### config.mk
export PLATFORM = sky130hd
export DESIGN_NAME = seq_shift_add_mul
export DESIGN_NICKNAME = d
export VERILOG_FILES = /design/src/rtl/mul_pkg.sv /design/src/rtl/mul_sat_clamp.sv /design/src/rtl/seq_shift_add_mul.sv
export SDC_FILE = /design/constraint.sdc
export NUM_CORES = 1
export LEC_CHECK = 0
export CAP_MARGIN = 20
export CORE_MARGIN = 4
export CORE_UTILIZATION = 63
export DETAILED_ROUTE_END_ITERATION = 6
export PLACE_DENSITY_LB_ADDON = 0.25
export SYNTH_ARGS = -nofsm -noshare
export SYNTH_HDL_FRONTEND = slang
export SYNTH_SLANG_ARGS = --single-unit
### constraint.sdc
create_clock -name clk -period 8.4 [get_ports clk]
set_clock_uncertainty 0.15 [all_clocks]
set_input_delay 0.84 -clock clk [delete_from_list [all_inputs] [get_ports clk]]
set_output_delay 0.84 -clock clk [all_outputs]
set_load 0.1 [all_outputs]
### src/rtl/mul_pkg.sv
// Shared types and helpers for the shift-and-add multiplier and its saturation stage.
package mul_pkg;

    typedef enum logic [0:0] {
        IDLE,
        RUN
    } state_t;

    localparam int unsigned MAX_W = 64;

    // Caller sign- or zero-extends v to MAX_W; neg selects whether to negate.
    function automatic logic [MAX_W-1:0] abs_val(input logic [MAX_W-1:0] v, input logic neg);
        return neg ? (~v + MAX_W'(1)) : v;
    endfunction

    function automatic logic [MAX_W-1:0] sat_umax(input int unsigned w);
        return (64'd1 << w) - 64'd1;
    endfunction

    function automatic logic [MAX_W-1:0] sat_smax(input int unsigned w);
        return (64'd1 << (w - 1)) - 64'd1;
    endfunction

    function automatic logic [MAX_W-1:0] sat_smin(input int unsigned w);
        return 64'd1 << (w - 1);
    endfunction

endpackage

### src/rtl/mul_sat_clamp.sv
// Combinational clamp of an (A_W+B_W)-bit product into Y_W bits, signed or unsigned.
module mul_sat_clamp
    import mul_pkg::*;
#(
    parameter int unsigned A_W = 8,
    parameter int unsigned B_W = 4,
    parameter int unsigned Y_W = 8
) (
    input  logic [A_W+B_W-1:0] i_p,
    input  logic               i_is_signed,
    output logic [Y_W-1:0]     o_y,
    output logic               o_ovf
);

    localparam int unsigned P_W = A_W + B_W;

    if (Y_W >= P_W) begin : g_nosat
        always_comb begin
            o_y            = {Y_W{i_is_signed & i_p[P_W-1]}};
            o_y[P_W-1:0]   = i_p;
            o_ovf          = 1'b0;
        end
    end else begin : g_sat
        localparam logic [Y_W-1:0] UMAX = Y_W'(sat_umax(Y_W));
        localparam logic [Y_W-1:0] SMAX = Y_W'(sat_smax(Y_W));
        localparam logic [Y_W-1:0] SMIN = Y_W'(sat_smin(Y_W));

        logic [P_W-Y_W:0] w_hi;
        logic             w_fit_s;
        logic             w_fit_u;

        // Signed value fits when every bit from the result sign bit upward agrees.
        assign w_hi    = i_p[P_W-1:Y_W-1];
        assign w_fit_s = (&w_hi) | ~(|w_hi);
        assign w_fit_u = ~(|i_p[P_W-1:Y_W]);

        always_comb begin
            o_y   = i_p[Y_W-1:0];
            o_ovf = 1'b0;
            if (i_is_signed) begin
                if (!w_fit_s) begin
                    o_ovf = 1'b1;
                    o_y   = i_p[P_W-1] ? SMIN : SMAX;
                end
            end else if (!w_fit_u) begin
                o_ovf = 1'b1;
                o_y   = UMAX;
            end
        end
    end

endmodule

### src/rtl/seq_shift_add_mul.sv
// Sequential shift-and-add multiplier, one multiplier bit per cycle, saturated result.
// Define SEQ_MUL_EARLY_TERM_EN to finish as soon as the remaining multiplier bits are zero.
module seq_shift_add_mul
    import mul_pkg::*;
#(
    parameter int unsigned A_W = 8,
    parameter int unsigned B_W = 4,
    parameter int unsigned Y_W = 8
) (
    input  logic           clk,
    input  logic           reset,
    input  logic           i_start,
    input  logic [A_W-1:0] i_a,
    input  logic [B_W-1:0] i_b,
    input  logic           i_is_signed,
    output logic           o_ready,
    output logic           o_busy,
    output logic           o_done,
    output logic [Y_W-1:0] o_y,
    output logic           o_ovf
);

    localparam int unsigned P_W   = A_W + B_W;
    localparam int unsigned CNT_W = $clog2(B_W + 1);

    state_t r_state;
    state_t w_state_next;

    logic             r_neg;
    logic             r_is_signed;
    logic [P_W-1:0]   r_mcand;
    logic [P_W-1:0]   r_acc;
    logic [B_W-1:0]   r_mplier;
    logic [CNT_W-1:0] r_cnt;
    logic [Y_W-1:0]   r_y;
    logic             r_ovf;
    logic             r_done;

    logic             w_accept;
    logic             w_a_neg;
    logic             w_b_neg;
    logic [P_W-1:0]   w_a_mag;
    logic [B_W-1:0]   w_b_mag;
    logic [P_W-1:0]   w_acc_next;
    logic [P_W-1:0]   w_mcand_next;
    logic [B_W-1:0]   w_mplier_next;
    logic [CNT_W-1:0] w_cnt_next;
    logic             w_last;
    logic [P_W-1:0]   w_p;
    logic [Y_W-1:0]   w_y;
    logic             w_ovf;

    assign w_accept = (r_state == IDLE) & i_start;
    assign w_a_neg  = i_is_signed & i_a[A_W-1];
    assign w_b_neg  = i_is_signed & i_b[B_W-1];

    // Magnitude of the most negative operand still fits as an unsigned value of its width.
    assign w_a_mag = P_W'(abs_val({{(MAX_W-A_W){w_a_neg}}, i_a}, w_a_neg));
    assign w_b_mag = B_W'(abs_val({{(MAX_W-B_W){w_b_neg}}, i_b}, w_b_neg));

    assign w_acc_next    = r_mplier[0] ? (r_acc + r_mcand) : r_acc;
    assign w_mcand_next  = r_mcand << 1;
    assign w_mplier_next = r_mplier >> 1;
    assign w_cnt_next    = r_cnt - CNT_W'(1);

`ifdef SEQ_MUL_EARLY_TERM_EN
    assign w_last = (r_cnt == CNT_W'(1)) || (w_mplier_next == '0);
`else
    assign w_last = (r_cnt == CNT_W'(1));
`endif

    assign w_p = r_neg ? (~w_acc_next + P_W'(1)) : w_acc_next;

    mul_sat_clamp #(
        .A_W (A_W),
        .B_W (B_W),
        .Y_W (Y_W)
    ) u_clamp (
        .i_p         (w_p),
        .i_is_signed (r_is_signed),
        .o_y         (w_y),
        .o_ovf       (w_ovf)
    );

    always_ff @(posedge clk) begin
        if (!reset) begin
            r_state <= IDLE;
        end else begin
            r_state <= w_state_next;
        end
    end

    always_comb begin
        w_state_next = r_state;
        unique case (r_state)
            IDLE:    if (i_start) w_state_next = RUN;
            RUN:     if (w_last)  w_state_next = IDLE;
            default: w_state_next = IDLE;
        endcase
    end

    always_comb begin
        o_ready = (r_state == IDLE);
        o_busy  = (r_state == RUN);
    end

    always_ff @(posedge clk) begin
        if (!reset) begin
            r_neg       <= 1'b0;
            r_is_signed <= 1'b0;
            r_mcand     <= '0;
            r_acc       <= '0;
            r_mplier    <= '0;
            r_cnt       <= '0;
            r_y         <= '0;
            r_ovf       <= 1'b0;
            r_done      <= 1'b0;
        end else begin
            r_done <= 1'b0;
            if (w_accept) begin
                r_neg       <= w_a_neg ^ w_b_neg;
                r_is_signed <= i_is_signed;
                r_mcand     <= w_a_mag;
                r_acc       <= '0;
                r_mplier    <= w_b_mag;
                r_cnt       <= CNT_W'(B_W);
            end else if (r_state == RUN) begin
                r_acc    <= w_acc_next;
                r_mcand  <= w_mcand_next;
                r_mplier <= w_mplier_next;
                r_cnt    <= w_cnt_next;
                if (w_last) begin
                    r_y    <= w_y;
                    r_ovf  <= w_ovf;
                    r_done <= 1'b1;
                end
            end
        end
    end

    assign o_done = r_done;
    assign o_y    = r_y;
    assign o_ovf  = r_ovf;

endmodule

==> impl_metrics.py <==
# Synthesis and PnR figures
metrics = {
    "layout": {
        "buffers_excl_clock": 31,
        "flops": 44,
        "layout-drive-gt1-share_pct": 8.68,
        "num-multi-input-gates": 301,
        "largest_cell_class": "combinational gates",
        "inv_count": 19,
        "final_core_util_pct": 75.0,
        "nClkBuffers": 6,
        "antenna-diode-count": 0,
    },
    "logic_synthesis": {
        "ys_sh_simple_pct": 24.8,
        "top_area_cell": "dfxtp_1",
        "ys_area_sq_mm": 0.00317,
        "most_common_cell": "dfxtp_1",
        "topCellsByArea": "dfxtp_1, ha_1, a21oi_1, nor2_1, xnor2_1",
        "synth_cell_types": 69,
        "flop_cell": "dfxtp_1",
        "enable_flop_cells": 0,
        "ys_sh_adder_pct": 6.94,
        "avgSynthCellArea_sq_um": 8.22,
        "ys_seq_share_pct": 27.8,
        "syn-num-nets": 419,
        "postSynthCellCount": 386,
        "logic_family": "AND-OR/OR-AND gates",
        "synth_area_sq_mm": 0.00317,
    },
    "placed_design": {
        "dpl_cell_area_sq_mm": 0.00347,
        "globalplace.congestion": 0.866,
        "dp_cells": 462,
    },
    "power": {
        "seq_power_mw": 0.232,
        "power.net_switching_mw": 0.184,
        "p_per_area_mw_per_mm2": 157,
        "power_frac_clock_pct": 30.9,
        "switching_share_pct": 32.7,
        "p_clk_mw": 0.174,
        "pwr-share-comb_pct": 27.9,
        "power_leader": "sequential cells",
        "powerComb_mw": 0.157,
        "p_leak_nw": 1.36,
        "ir_worst_vdd_mv": 0.0898,
        "p_int_mw": 0.379,
    },
    "global_routing": {
        "grt_overflow": 0,
        "grt_max_degree": 55,
        "grt_antenna_before_repair": 0,
        "grtUsageTotal_pct": 24.3,
        "grt_pass1_wl_microns": 12400,
    },
    "final_timing": {
        "finalSetupViolCount": 0,
        "finalClockPeriodUsage_pct": 46.9,
        "hold_violations": 0,
        "rsz0062_at_grt": "no",
        "layout_min_cycle_time_ns": 3.94,
    },
    "cts": {
        "cts_buffers": 5,
        "h-tree-depth": 2,
        "holdBufCountCts": 0,
        "cts_root_buf": "clkbuf_8",
        "path_clk_slew_ns": 0.08,
        "cts_setup_buffers": 0,
    },
    "critical_path": {
        "path_delay_family": "AND-OR/OR-AND gates",
        "path_depth": 10,
        "critPathCapture": "o_y[5]",
        "start_kind": "flop",
        "crit_arrival_ns": 3.99,
        "worst-path-max-fanout": 24,
        "required_ns": 8.45,
        "r2r-end": "o_y[5]",
        "cpMaxStageDelayCell": "dfxtp_1",
        "endpoint_kind": "flop",
        "worstPathCellList": "mux2i_1 > a21boi_0 > nand4_1 > a311o_1 > nor2_2 > a41oi_2 > xor2_1 > nor2b_1 > a21oi_1 > o221a_1",
    },
    "floorplan": {
        "die-area_sq_mm": 0.00624,
        "coreArea_sq_mm": 0.00479,
        "fp-row-count": 25,
        "n_tap_cell": 67,
        "boundaryPins": 28,
    },
    "detailed_routing": {
        "first_pass_iters": 5,
        "via_count": 2873,
        "wl_met3_microns": 458,
        "antenna_left": 0,
    },
    "min_path": {
        "min_to": "o_ovf",
        "worstHoldStart": "o_ovf",
    },
    "run_status": {
        "outcome": "finished, final reports clean",
    },
    "flow_run": {
        "maxCapViolations": 0,
    },
}
[metal layers]
metal	track usage, %	up-vias
met5	0	-
met4	9.11	0
met3	6.01	13
met2	40.2	84
met1	30.5	1323
li1	-	1453
[worst register-to-register path: cells and delay by family (launching register included)]
family,cells,cell delay [ns]
compound gates,5,1.23
xor+xnor,1,0.20
flops,1,0.89
simple gates,3,0.89
mux,1,0.49
[metrics by stage]
step	hold slack (ns)	setup slack, ns
after floorplan	0.305	5.11
after global placement	0.308	4.63
final	0.328	4.46
after detailed placement	0.318	4.47
after CTS	0.335	4.46
after global routing	0.360	4.11
[flip-flops by register name (all words and copies together), names as in the netlist]
register	flops
r_acc	12
r_mcand	12
o_y	8
r_mplier	4
r_cnt	3
o_busy	1
o_done	1
o_ovf	1
r_is_signed	1
r_neg	1
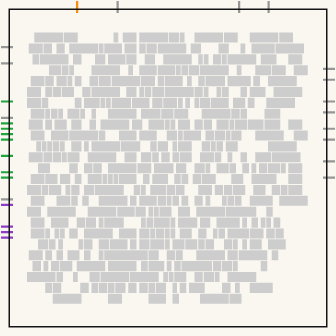
(images/pinout.png)
Pins as bars across the die edge, other pins in grey.
orange -> o_busy  # pins 1, direction output, edge north
green -> i_a  # pins 8, direction input, edge west
purple -> i_b  # pins 4, direction input, edge west
all pins by edge = 16 west, 8 east, 4 north
die height: 79.0 microns
IO buf count: 27
DIE WIDTH: 79.0 microns

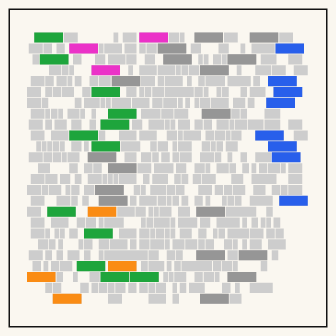
(images/ff_map.png)
Other sequential cells in the stronger grey, the rest of the logic in the fainter grey.
orange -> r_mplier  # flops 4, where south-west
green -> r_mcand  # flops 12
blue -> o_y  # flops 8
magenta -> r_cnt  # flops 3

Power is estimated from default activity; no workload was simulated.
